**Clock nets**

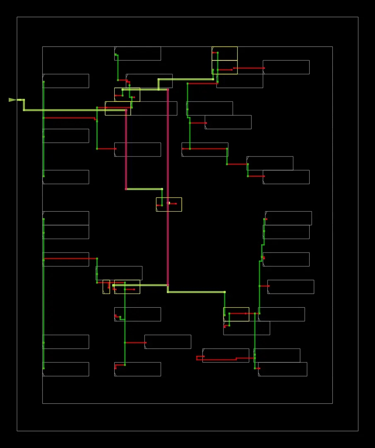
**I/O nets highlighted**

Scale: 6 px per um.
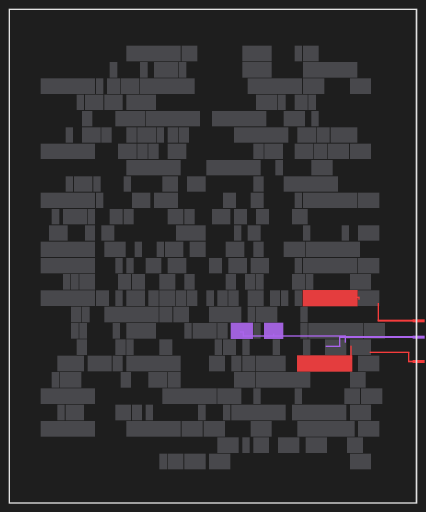
**Signal wires by layer**

Scale: 4 px per um.
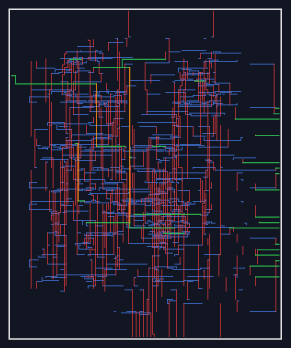
Design safe_lock_controller_flat, sky130hd; sources not shown.
==> reports/metrics.cfg <==
[critical_path]
startpoint_type = flip-flop
reg2reg_depth = 9
worst-path-buf-inv = 1
path_delay_family = AND-OR/OR-AND gates
end_kind = flip-flop
r2r_setup_slack_ps = 630

[global_route]
grt_pass1_vias = 1458
grt.busiest_layer = met2
grt_max_degree = 33
grt_first_pass_wirelength_mm = 6.686
grt_util_met3_pct = 4.241

[flow_run]
max_cap_violations = 0

[floorplanning]
num_rows = 26
placeableCoreArea_mm2 = 0.004066
die_h_um = 82.04

[power]
powerDensity_mw_per_mm2 = 319.2
combPwrFrac_pct = 4.1
p_clk_w = 0.000313
clkPwrFrac_pct = 43.3
swShare_pct = 19.84
power_w = 0.0007241
p_sw_w = 0.0001437
power.group.top = sequential cells

[timing]
worstMarginPinSlew_ps = 684.7
finalSetupViolations = 0
slew_headroom_pct = 54.25
hold_viol = 0
finalClockPeriodUsage_pct = 81.43

[synthesis]
synthAoiAreaFrac_pct = 15.07
top_cell = dfrtp_1
synth-main-ff-cell = dfrtp_1
synth_top_area_share_pct = 42.47
edf_count = 0
numSynthFlops = 32
synth_area_mm2 = 0.001827
ys_cells = 197
synthMuxAreaShare_pct = 2.877
synth-area-yosys_mm2 = 0.001827
simple_gate_share_pct = 23.49
syn_inst = 197
yosys-top-cells-area = dfrtp_1 (42%), nor2_1 (5.5%), xor2_1 (3.8%)
top_cells_by_count = dfrtp_1 (31), nor2_1 (27), nand2_1 (14), inv_1 (12), nand3_1 (11)

[final_layout]
largest_register_ffs = 16
final_common_cell = dfrtp_1
stdcell_count = 290
design_area_mm2 = 0.002268
final_cell_mix = dfrtp_1 (31), nor2_1 (27), clkdlybuf4s50_1 (26)
drive_above_1_share_pct = 13.25
sh_comb_area_pct = 39.38
syn2layout_area_growth_pct = 24.18
nNetsFinal = 246
largest_class = combinational gates
fin_util_pct = 55.78
final-comb-area_um2 = 893.4
num-nonclk-buffers = 39

[routing]
initialDrtViolationCount = 70
wl_met1_mm = 1.635
wl_met2_mm = 2.019
drc = 0

[placed_design]
place_inst = 282
place_ws_ps = 623.4

[min_path]
hold_path_class = in -> async

[run_status]
status = finished clean

[cts]
clk_latency_ps = 280
h-tree-depth = 2
cts_root_buffer = clkbuf_8

-- 'clock nets' (at the start) --
clock sink total: 32
num sequential: 32
Clock Skew: 7.321 ps

-- 'I/O nets highlighted' (at the start) --
- bus_joy_pass: purple (direction input; end cells 2; buffers 1; wire 35.6 um)
- bus_disp_sel: red (direction output; end cells 2; buffers 2; wire 20.3 um)
PortBufs: 26
IO Pins: 31

-- 'signal wires by layer' (at the start) --
- M1: blue (wire length 1640 um)
- M4: orange (wire length 68.7 um)
- M2: red (wire length 2020 um)
- M3: green (wire length 192 um)
drt total wl: 3.915 mm
vias: 1537
All-Layer GR Usage: 15.92%
DR WL/cell: 13.50 um

